Fig. 1: clock distribution
Drawn at 6 px/um.
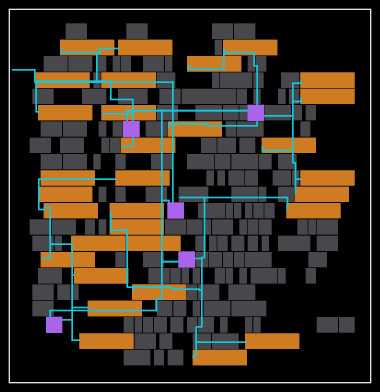
Fig. 2: placement by cell class
Drawn at 8 px/um. Fill, decap, tap and diode cells in grey.
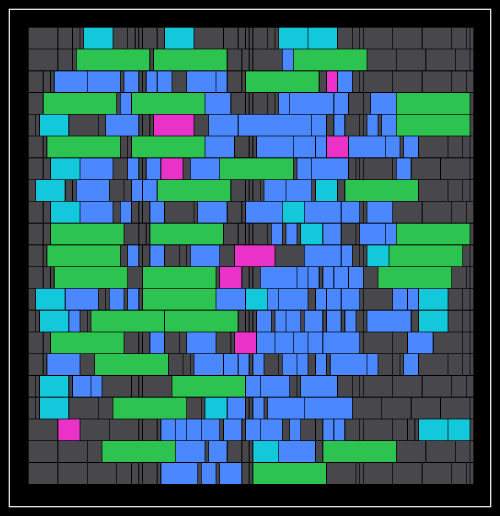
**config.mk**
```make
export PLATFORM = sky130hd
export DESIGN_NAME = manchester_line_tx
export DESIGN_NICKNAME = d
export VERILOG_FILES = /design/src/rtl/manchester_line_tx.sv
export SDC_FILE = /design/constraint.sdc
export NUM_CORES = 1
export LEC_CHECK = 0
export CAP_MARGIN = 20
export CORE_AREA = 2 2 58 60
export DETAILED_ROUTE_END_ITERATION = 10
export DIE_AREA = 0 0 60 62
export PLACE_DENSITY = 0.76
export SYNTH_ARGS = -nofsm -noshare
export SYNTH_HDL_FRONTEND = slang
export SYNTH_SLANG_ARGS = --single-unit
export TNS_END_PERCENT = 100
```
**constraint.sdc**
```tcl
create_clock -name MainClock -period 2.6 [get_ports MainClock]
set_clock_uncertainty 0.05 [all_clocks]
set_input_delay 0.39 -clock MainClock [delete_from_list [all_inputs] [get_ports MainClock]]
set_output_delay 0.39 -clock MainClock [all_outputs]
set_load 0.005 [all_outputs]
```
**src/rtl/manchester_line_tx.sv**
```systemverilog
// manchester_line_tx: Manchester line transmitter with lock preamble, stop gap and half-bit rate trim
module manchester_line_tx #(
    parameter int DIV           = 8,
    parameter int PREAMBLE_BITS = 16,
    parameter int STOP_BITS     = 2
) (
    input  logic       MainClock,
    input  logic       ResetN,
    input  logic [7:0] TxData,
    input  logic       TxValid,
    output logic       TxReady,
    input  logic       RateAdvance,
    input  logic       RateRetard,
    output logic       SignalOut,
    output logic       BitStrobe,
    output logic       Busy
);
    localparam int CW   = $clog2(DIV + 2);
    localparam int MAXA = PREAMBLE_BITS > 8 ? PREAMBLE_BITS : 8;
    localparam int MAXB = MAXA > 2 * STOP_BITS ? MAXA : 2 * STOP_BITS;
    localparam int BW   = $clog2(MAXB + 1);

    typedef enum logic [1:0] {IDLE, PREAMBLE, DATA, STOP} stateType;

    stateType      state, stateNext;
    logic [CW-1:0] cnt, lastCnt;
    logic [BW-1:0] bitCnt;
    logic [7:0]    shiftReg, holdReg;
    logic          half, holdFull, advFlag, retFlag;
    logic          terminal, accept, bitEnd, preDone, byteDone, load;

    // Half-bit length follows the trim seen so far; opposing trims cancel
    always_comb begin
        lastCnt  = (advFlag && !retFlag) ? CW'(DIV - 2) : (retFlag && !advFlag) ? CW'(DIV) : CW'(DIV - 1);
        terminal = (state != IDLE) && (cnt >= lastCnt);
        accept   = TxValid && !holdFull;
        bitEnd   = terminal && half && (state == PREAMBLE || state == DATA);
        preDone  = bitEnd && state == PREAMBLE && bitCnt == BW'(PREAMBLE_BITS - 1);
        byteDone = bitEnd && state == DATA && bitCnt == BW'(7);
        load     = preDone || (byteDone && holdFull);
    end

    // Frame sequencing and line outputs
    always_comb begin
        stateNext = state;
        case (state)
            IDLE:     if (accept || holdFull) stateNext = PREAMBLE;
            PREAMBLE: if (preDone) stateNext = DATA;
            DATA:     if (byteDone && !holdFull) stateNext = STOP;
            STOP:     if (terminal && bitCnt == BW'(2 * STOP_BITS - 1)) stateNext = IDLE;
            default:  stateNext = IDLE;
        endcase
        SignalOut = (state == PREAMBLE) ? !half : (state == DATA) ? (shiftReg[7] ^ !half) : 1'b0;
        BitStrobe = bitEnd;
        Busy      = state != IDLE;
        TxReady   = !holdFull;
    end

    // State register
    always_ff @(posedge MainClock or negedge ResetN) begin
        if (!ResetN) state <= IDLE;
        else         state <= stateNext;
    end

    // Holding/shift registers, half-bit timer, bit counter and trim flags
    always_ff @(posedge MainClock or negedge ResetN) begin
        if (!ResetN) begin
            cnt      <= '0;
            half     <= 1'b0;
            bitCnt   <= '0;
            shiftReg <= '0;
            holdReg  <= '0;
            holdFull <= 1'b0;
            advFlag  <= 1'b0;
            retFlag  <= 1'b0;
        end else begin
            if (accept) begin
                holdReg  <= TxData;
                holdFull <= 1'b1;
            end else if (load) begin
                holdFull <= 1'b0;
            end
            if (load) shiftReg <= holdReg;
            else if (bitEnd && state == DATA) shiftReg <= {shiftReg[6:0], 1'b0};
            if (state == IDLE) begin
                cnt     <= '0;
                half    <= 1'b0;
                bitCnt  <= '0;
                advFlag <= 1'b0;
                retFlag <= 1'b0;
            end else if (terminal) begin
                cnt     <= '0;
                half    <= !half;
                advFlag <= RateAdvance;
                retFlag <= RateRetard;
                if (state == STOP || half)
                    bitCnt <= (stateNext != state || byteDone) ? '0 : bitCnt + 1'b1;
            end else begin
                cnt     <= cnt + 1'b1;
                advFlag <= advFlag | RateAdvance;
                retFlag <= retFlag | RateRetard;
            end
        end
    end
endmodule

```
==> run summary <==
From the run reports.

- The run finished with clean final reports.
- The count of endpoints failing hold in the final timing report reads 0.
- The wire length of the first global-routing pass reads 5195 um.
- The routed length on met3 is 138 um.
- The yosys stat cell total is 163.
- The start point of the critical path reads advFlag.
- The share of synthesized registers carrying an async set or reset reads 1.000.
- The most critical setup path has its endpoint at BitStrobe.
- The post-route core utilization reads 0.6332.
- The instance count of the mapped netlist is 163.
- The worst hold margin is 0.3710 ns.
- The clock net in this run drives a total of 31 sinks.
- The core region area reads 3179 um2.
- The type of the worst setup path is reg2out.
- The clock tree buffer count of the final layout is 8.
- The pre-CTS setup slack is 0.05962 ns.
- The cell-mix breakdown from Yosys lists the compound-gate area share as 0.1447.
- Counting stages on the worst path, the most repeated cell is inv_1.
- The number of max-slew violations in the final report reads 0.
- The total I/O pin count reads 17.
- Across all register-to-register paths, the minimum setup slack is 0.13 ns.
- The final layout reports a setup TNS of 0 ns.
- The maximum number of pins on one net before global-route repair reads 32.
- Per the OpenROAD floorplan log, the height of the die is 62 um.
- Synthesis inferred 31 register bits.
- The chip width reads 60 um.
- During placement, the flow inserted port buffers numbering 16.
- The count of flip-flops and latches is 31.
- After global routing the overflow that remains totals 0.
- Counting cells, the worst reg-to-reg path comes to 9.
- The share of power burned in the clock network is 0.196.
- After routing the design area is 2013 um2.
- The clock latency on the worst-skew pair reads 0.34 ns.
- The detailed router finished its first iteration with 41 violations.
- The worst path setup slack after routing is 0.1058 ns.
- The most frequent cell after synthesis reads dfrtp_1.
- The net load switching power reads 0.5992 mW.
- The final antenna diode tally reported by the flow is 0.
- The aggregate routed wire length reads 3254 um.
- The mean routed wirelength per cell is 13.79 um.
- The final instance count without filler cells is 236.
- The routed length on met2 reads 1576 um.
- The multi-input combinational gate total reads 118.
- The post-synth tally of flip-flops with integrated enable is 0.
- The power density over the cells reads 821.0 nW/um2.
- The netlist area before placement reads 1660 um2.
- The ratio of final minimum period to clock period reads 0.9593.
- The main kind of combinational logic by area is simple AND/OR/NAND/NOR gates.
- The combinational logic power reads 0.688 mW.
- The cell type of the slowest stage on the worst timing path is dfrtp_1.
- The number of different library cells in the post-synthesis netlist is 39.
- After detailed placement, the design holds a cell count of 225.
- The layout report lists the multi-input gate area as 862.1 um2.
- The area fraction in and, or, nand and nor cells is 0.1522.
- On met1, the global router reports a usage of 0.2441.
- Across every metal layer, demand over resource in global routing totals 0.1952.
- By instance count after routing, the leading logic cell type is dfrtp_1.
- The detailed router put a total of 1468 um of wire on met1.
- The endpoint kind of the worst setup timing path reads an output pin.
- The logic share of the area is 0.4282.
- The detail route stage leaves a number of antenna-violating nets equal to 0.
- The root buffer selected by CTS reads clkbuf_4.
- The slew check shows that the tightest pin keeps a relative margin of 0.5832.
- The total die size reads 3720 um2.
- The standby leakage power is 0.8571 nW.
- The number of maximum-capacitance violations is 0.
- The dominant delay contributor by cell family on the critical path is adder cells.
- After layout, the design draws a total of 1.653 mW.
- For the pin with the worst max-slew slack, the measured transition is 0.6239 ns.
- The minimum clock period after layout reads 2.494 ns.
- The net count reported at finish reads 214.
- Per the final report, the share of cell area in non-clock buffers is 0.1050.
- The design internal power reads 1.054 mW.
- STA reports the tightest min-delay check as being of type in2async.
- The estimated wirelength of the detail-placed design reads 2279 um.
- The portion of synthesized cell area occupied by the leading cell type is 0.4672.
- The worst VDD IR drop from the latest analysis is 0.3456 mV.
- The reported clock group power is 0.324 mW.
- The net count after synthesis reads 188.
- The biggest cell delay along the critical path reads 0.39 ns.
- The data arrival time of the worst path is 2.05 ns.
- The warning total across the stage logs reads 29.
- The critical path endpoint has a required time of 2.16 ns.
- The synthesis report names the predominant flop master as dfrtp_1.
- The area fraction in mux cells reads 0.09646.
- The maximum clock frequency is 400.9 MHz.
- The total of cells resized after clock tree synthesis is 4.
- The largest registers in the layout are holdReg (8), shiftReg (8), bitCnt (5).
- The critical path launch point type is a flip-flop.
- The non-clock inverter total of the final layout is 10.
- The average cell area after synthesis is 10.19 um2.
- The critical-path maximum fanout is 3.
- By area the synthesized netlist is led by dfrtp_1, ha_1, mux2_2.
- The stat command in Yosys gives a chip area of 1660 um2.
- The routing usage on met2 reads 0.3106.
- The number of antenna violations at the first check in global routing was 0.
- The share of total power dissipated in sequential elements is 0.388.
- The met3 global-route usage is 0.06418.
- Of the total synthesized cell area, the portion taken by full adders, half adders and majority gates is 0.09043.
- The share of cells above drive strength 1 reads 0.2000.
- After clock tree synthesis, the clock-pin slew on the worst setup and hold paths is 0.10 ns.
- The routability congestion estimate from global placement is 0.9247.
- Per the detail_route report, DRC violations left total 0.
- The number of buffers between clock root and the deepest sink is 2.
- The hold buffer count at cts reads 0.
- Clock tree synthesis inserted a total of 5 buffers.
- The final setup violation count is 0.
- Per the synthesis report, the XOR/XNOR share of the synthesized area is 0.01583.
- The number of H-tree levels reads 2.
- The number of vias per cell after detailed routing reads 5.326.
- Counting instances in the post-synthesis netlist gives the leading cell types as dfrtp_1, nand2_1, nor2_1, o21ai_0, ha_1.
- The number of setup buffers added after CTS is 1.
- The global routing's busiest layer is met2.
- The number of tap cells inserted is 46.
- The combined flip-flop and latch cell area reads 775.7 um2.
About Fig. 1:
[orange] flip-flops | count: 31
[purple] clock-net drivers | count: 5
[cyan] clock wires | length: 419 um
flops lie: spread over the die
routed clock nets: 6

About Fig. 2:
[green] sequential cells | cells: 31
[magenta] clock drivers and dummy loads | cells: 8
[cyan] remaining buffers and delay cells | cells: 23
[blue] remaining logic cells | cells: 128

No activity file was given, so power comes from the tool's default toggle rates.
